Figure 1. Routed metal, one colour a layer.
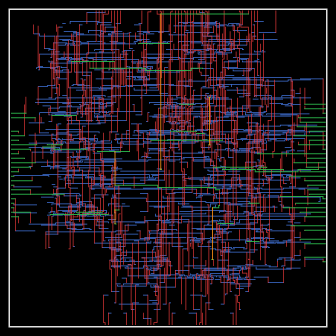
Figure 2. Cell area per tile.
The die is cut into 10 by 10 equal tiles; white is low, dark blue is high, 0 to 100% covered.
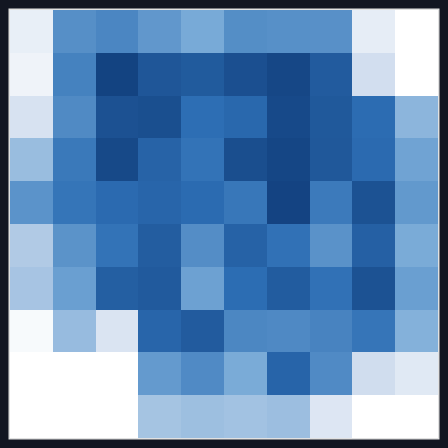
Figure 3. Gate families picked out.
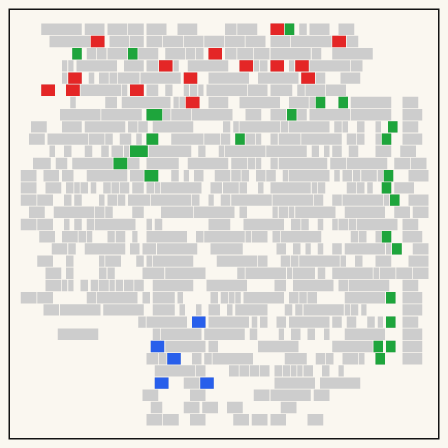
Figure 4. Metal 2.
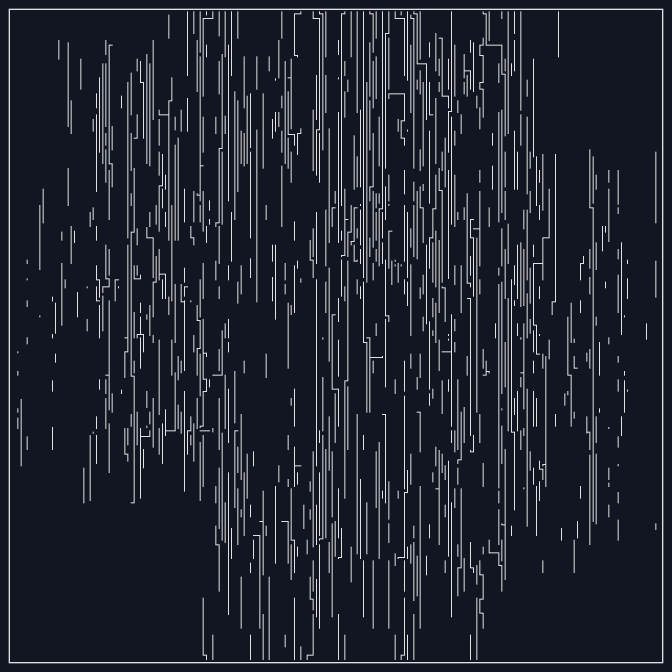
[config.mk]
export PLATFORM = sky130hd
export DESIGN_NAME = event_word_serializer
export DESIGN_NICKNAME = d
export VERILOG_FILES = /design/src/rtl/evt_stream_pkg.sv /design/src/rtl/event_word_serializer.sv
export SDC_FILE = /design/constraint.sdc
export NUM_CORES = 1
export LEC_CHECK = 0
export CAP_MARGIN = 20
export CORE_MARGIN = 2
export CORE_UTILIZATION = 44
export CTS_BUF_LIST = sky130_fd_sc_hd__clkbuf_2 sky130_fd_sc_hd__clkbuf_4 sky130_fd_sc_hd__clkbuf_8
export CTS_CLUSTER_DIAMETER = 120
export CTS_CLUSTER_SIZE = 14
export DETAILED_ROUTE_END_ITERATION = 8
export PLACE_DENSITY = 0.78
export SKIP_CTS_REPAIR_TIMING = 1
export SLEW_MARGIN = 0
export SYNTH_ARGS = -nofsm -noshare
export SYNTH_HDL_FRONTEND = slang
export SYNTH_SLANG_ARGS = --single-unit
[constraint.sdc]
create_clock -name clk -period 1.9 [get_ports clk]
set_clock_uncertainty 0.05 [all_clocks]
set_input_delay 0.38 -clock clk [delete_from_list [all_inputs] [get_ports clk]]
set_output_delay 0.38 -clock clk [all_outputs]
set_load 0.03 [all_outputs]
[src/rtl/evt_stream_pkg.sv]
// Shared widths and types for the event-word streaming path.
package evt_stream_pkg;

    localparam int EVT_WORD_W = 64;
    localparam int EVT_BEAT_W = 16;

    typedef enum logic {IDLE, SEND} ser_state_e;

    typedef logic [EVT_WORD_W-1:0] evt_word_t;

endpackage

[src/rtl/event_word_serializer.sv]
// Drains a FWFT FIFO one event word at a time and streams it out as narrower beats,
// most-significant slice first, with back-to-back words at full beat rate.
//
// state | meaning
// IDLE  | no word held; pops the FIFO head as soon as it is non-empty
// SEND  | word held in the shift register; top slice presented on out_data
module event_word_serializer
    import evt_stream_pkg::*;
#(
    parameter int IN_DWIDTH  = EVT_WORD_W,
    parameter int OUT_DWIDTH = EVT_BEAT_W,
    parameter int CNT_WIDTH  = 16
) (
    input  logic                  clk,
    input  logic                  rst_n,
    input  logic                  fifo_empty,
    input  logic [IN_DWIDTH-1:0]  fifo_rdata,
    output logic                  fifo_rd_en,
    input  logic                  clr,
    output logic                  out_valid,
    input  logic                  out_ready,
    output logic [OUT_DWIDTH-1:0] out_data,
    output logic                  out_last,
    output logic                  busy,
    output logic [CNT_WIDTH-1:0]  word_cnt
);

    localparam int BEATS = IN_DWIDTH / OUT_DWIDTH;
    localparam int BCW   = (BEATS > 1) ? $clog2(BEATS) : 1;

    if ((IN_DWIDTH % OUT_DWIDTH) != 0 || BEATS < 1) begin : g_bad_width
        $error("IN_DWIDTH must be a non-zero integer multiple of OUT_DWIDTH");
    end

    ser_state_e           state_q, state_d;
    logic [IN_DWIDTH-1:0] shreg_q, shreg_d;
    logic [BCW-1:0]       beat_q, beat_d;
    logic [CNT_WIDTH-1:0] wcnt_q, wcnt_d;
    logic                 send, beat_acc, last_beat, pop;

    assign send      = (state_q == SEND);
    assign beat_acc  = send && out_ready;
    assign last_beat = (beat_q == BCW'(BEATS - 1));
    // Gated by rst_n so the FIFO head is never consumed while this block is held in reset.
    assign pop       = rst_n && !clr && !fifo_empty && (!send || (beat_acc && last_beat));

    always_ff @(posedge clk or negedge rst_n) begin
        if (!rst_n) begin
            state_q <= IDLE;
            shreg_q <= '0;
            beat_q  <= '0;
            wcnt_q  <= '0;
        end else begin
            state_q <= state_d;
            shreg_q <= shreg_d;
            beat_q  <= beat_d;
            wcnt_q  <= wcnt_d;
        end
    end

    always_comb begin
        state_d = state_q;
        shreg_d = shreg_q;
        beat_d  = beat_q;
        wcnt_d  = wcnt_q;
        if (clr) begin
            state_d = IDLE;
            beat_d  = '0;
        end else begin
            if (beat_acc && last_beat) wcnt_d = wcnt_q + 1'b1;
            if (pop) begin
                state_d = SEND;
                shreg_d = fifo_rdata;
                beat_d  = '0;
            end else if (beat_acc) begin
                if (last_beat) begin
                    state_d = IDLE;
                    beat_d  = '0;
                end else begin
                    shreg_d = shreg_q << OUT_DWIDTH;
                    beat_d  = beat_q + 1'b1;
                end
            end
        end
    end

    always_comb begin
        fifo_rd_en = pop;
        out_valid  = send;
        busy       = send;
        out_last   = send && last_beat;
        out_data   = send ? shreg_q[IN_DWIDTH-1 -: OUT_DWIDTH] : '0;
        word_cnt   = wcnt_q;
    end

endmodule

==> results.txt <==
Implementation summary

The compound-cell area share of the yosys netlist is 17.7%. The number of fill cells is 656. The final timing summary puts the cycle share of the worst path at 107%. The first global-routing pass estimated 14,300 µm of wire. The worst slew margin relative to its limit is 57.3%. The via count of the first global-routing pass is 2,916. The arithmetic-cell share of the synthesized area counting full adders, half adders and majority gates is 0.681%. The cell area that synthesis handed to floorplanning was 0.00368 mm².

The maximum number of pins on one net before global-route repair is 54. The leakage component of the power is 2.95 nW. Per the run report, area growth between synthesis and finish was 42.7%. The run finished, with violations left. Yosys reports a chip area of 0.00368 mm². The number of cells in Yosys stat is 372.

After synthesis, flip-flops and latches occupy 56.5% of the total area. Among all flip-flop cells after synthesis, the most frequent one is sky130_fd_sc_hd__dfrtp_1. The element type at the critical path end is an output pin.

The highest cell delay on the worst timing path is 0.53 ns. Derived from the worst setup path, the maximum achievable clock frequency is 494 MHz. Routability-driven placement finished with a final weighted congestion of 0.824.

Warnings raised by the tools during the run amount to 27. The power in sequential cells is 2.23 mW. The count of nets left with antenna violations after detail routing is 0.

The number of setup violations in the final report is 1. The final hold violation count is 0. The category of the critical setup timing path is in -> out. The dominant power group is registers.

The core outline area is 0.00818 mm². The end-of-flow core utilization is 64.2%. Logged for this run, the post-placement worst setup slack is -0.354 ns.

The finished layout cell area is 0.00525 mm². For reference, simple AND, OR, NAND and NOR cells occupy 11.9% of the area reported after synthesis. The insertion delay at the late pin of the worst-skew pair is 0.35 ns. The slowest cell on the critical path is sky130_fd_sc_hd__clkdlybuf4s50_1. The dominant combinational cell family by area after synthesis is AND-OR/OR-AND gates. The floorplan die height is 95.4 µm. The number of cell rows is 33.

The flow reports power dissipated in combinational cells as 0.775 mW. In the synthesized netlist, the number of instances is 372. The checks that failed: setup timing. The proportion of register bits with asynchronous set or reset after synthesis is 100%. The setup slack after layout is -0.126 ns. The residual DRC count is 0. By count the netlist is led by sky130_fd_sc_hd__dfrtp_1, sky130_fd_sc_hd__a21oi_1, sky130_fd_sc_hd__inv_1, sky130_fd_sc_hd__o22ai_1, sky130_fd_sc_hd__and2_1. The warning count from the yosys run is 0.
About Figure 1:
red -> M2  # wire length 4,340 µm
orange -> M4  # wire length 91.1 µm
green -> M3  # wire length 609 µm
blue -> M1  # wire length 4,150 µm

About Figure 2:
nearly empty tiles = 10%
emptiest ninth of the die = south-west
mean over tiles = 56%
tiles over 75% full = 35%
fullest tile = 93%

About Figure 3:
red -> xor and xnor cells  # cells 15, most used xnor2_1
green -> and/or cells  # cells 24, most used and2_1, where all over the die
blue -> non-inverting ao/oa cells  # cells 5, most used a22o_1
combinational fraction of the cell area: 24.3%
most frequently placed logic cell in the final layout: sky130_fd_sc_hd__dfrtp_1
non-filler cells in the finished layout: 592

About Figure 4:
share of all routed wire = 47%
main direction = vertical
longest straight run = 45.9 µm
nets with wire on the layer = 454
wire length on this layer = 4,340 µm
post-detailed-routing wire length: 9190 µm
met2 track demand over resource: 31.0%

==> routing by layer <==
| metal | track usage (%) | wire (µm) |
|---|---|---|
| met1 | 30.3 | 4150 |
| met2 | 31.0 | 4340 |
| met3 | 4.27 | 608 |
| met4 | 7.02 | 91 |
| met5 | 0 | 0 |
==> layout make-up <==
cell class,instances,share of cell area [%]
Sequential cell,83,39.6
Timing Repair Buffer,126,25.8
Multi-Input combinational cell,213,24.3
Inverter,49,3.51
Clock buffer,10,2.62
Tap cell,105,2.50
Clock inverter,6,1.67
==> layout by cell type, fill, tap and decap left out, drive strengths merged, types with 2 or more instances in the layout <==
cell           synthesis  routed
dfrtp                 83      83
clkdlybuf4s50          0      68
a21oi                 60      60
inv                   48      50
o22ai                 48      48
dlymetal6s2s           0      34
buf                   16      24
and2                  18      18
nor3                  15      15
nor2                  15      15
nand2                 11      11
xnor2                 10      10
clkbuf                11      10
nand3                  6       6
a22o                   5       5
nand4                  5       5
xor2                   5       5
clkinv                 1       3
and3                   2       2
nor4                   2       2
bufinv                 0       2
or3                    2       2
ha                     2       2
==> flip-flops by register name, summed over array words and instances (netlist names) <==
name	count
beat_q	2
shreg_q	64
busy	1
word_cnt	16
==> stage by stage <==
| step | power (mW) | instances |
|---|---|---|
| CTS | 4.44 | 589 |
| finish | 4.42 | 592 |
| global placement | 3.00 | 573 |
| detailed placement | 3.03 | 573 |
| floorplan | 2.65 | 372 |
| global route | 4.63 | 592 |
==> worst paths after layout <==
path	startpoint	end	slack, ns	cells after the start
max in group asynchronous	rst_n	shreg_q[24]	0.78	3
min	rst_n	word_cnt[15]	0.009	2
min in group clk	rst_n	busy	0.40	4
min reg2reg	word_cnt[15]	word_cnt[15]	0.43	1
max	out_ready	fifo_rd_en	-0.13	5
max reg2reg	beat_q[1]	shreg_q[40]	0.04	5
Power figures rest on the tool's default switching activity, not on a simulated workload.
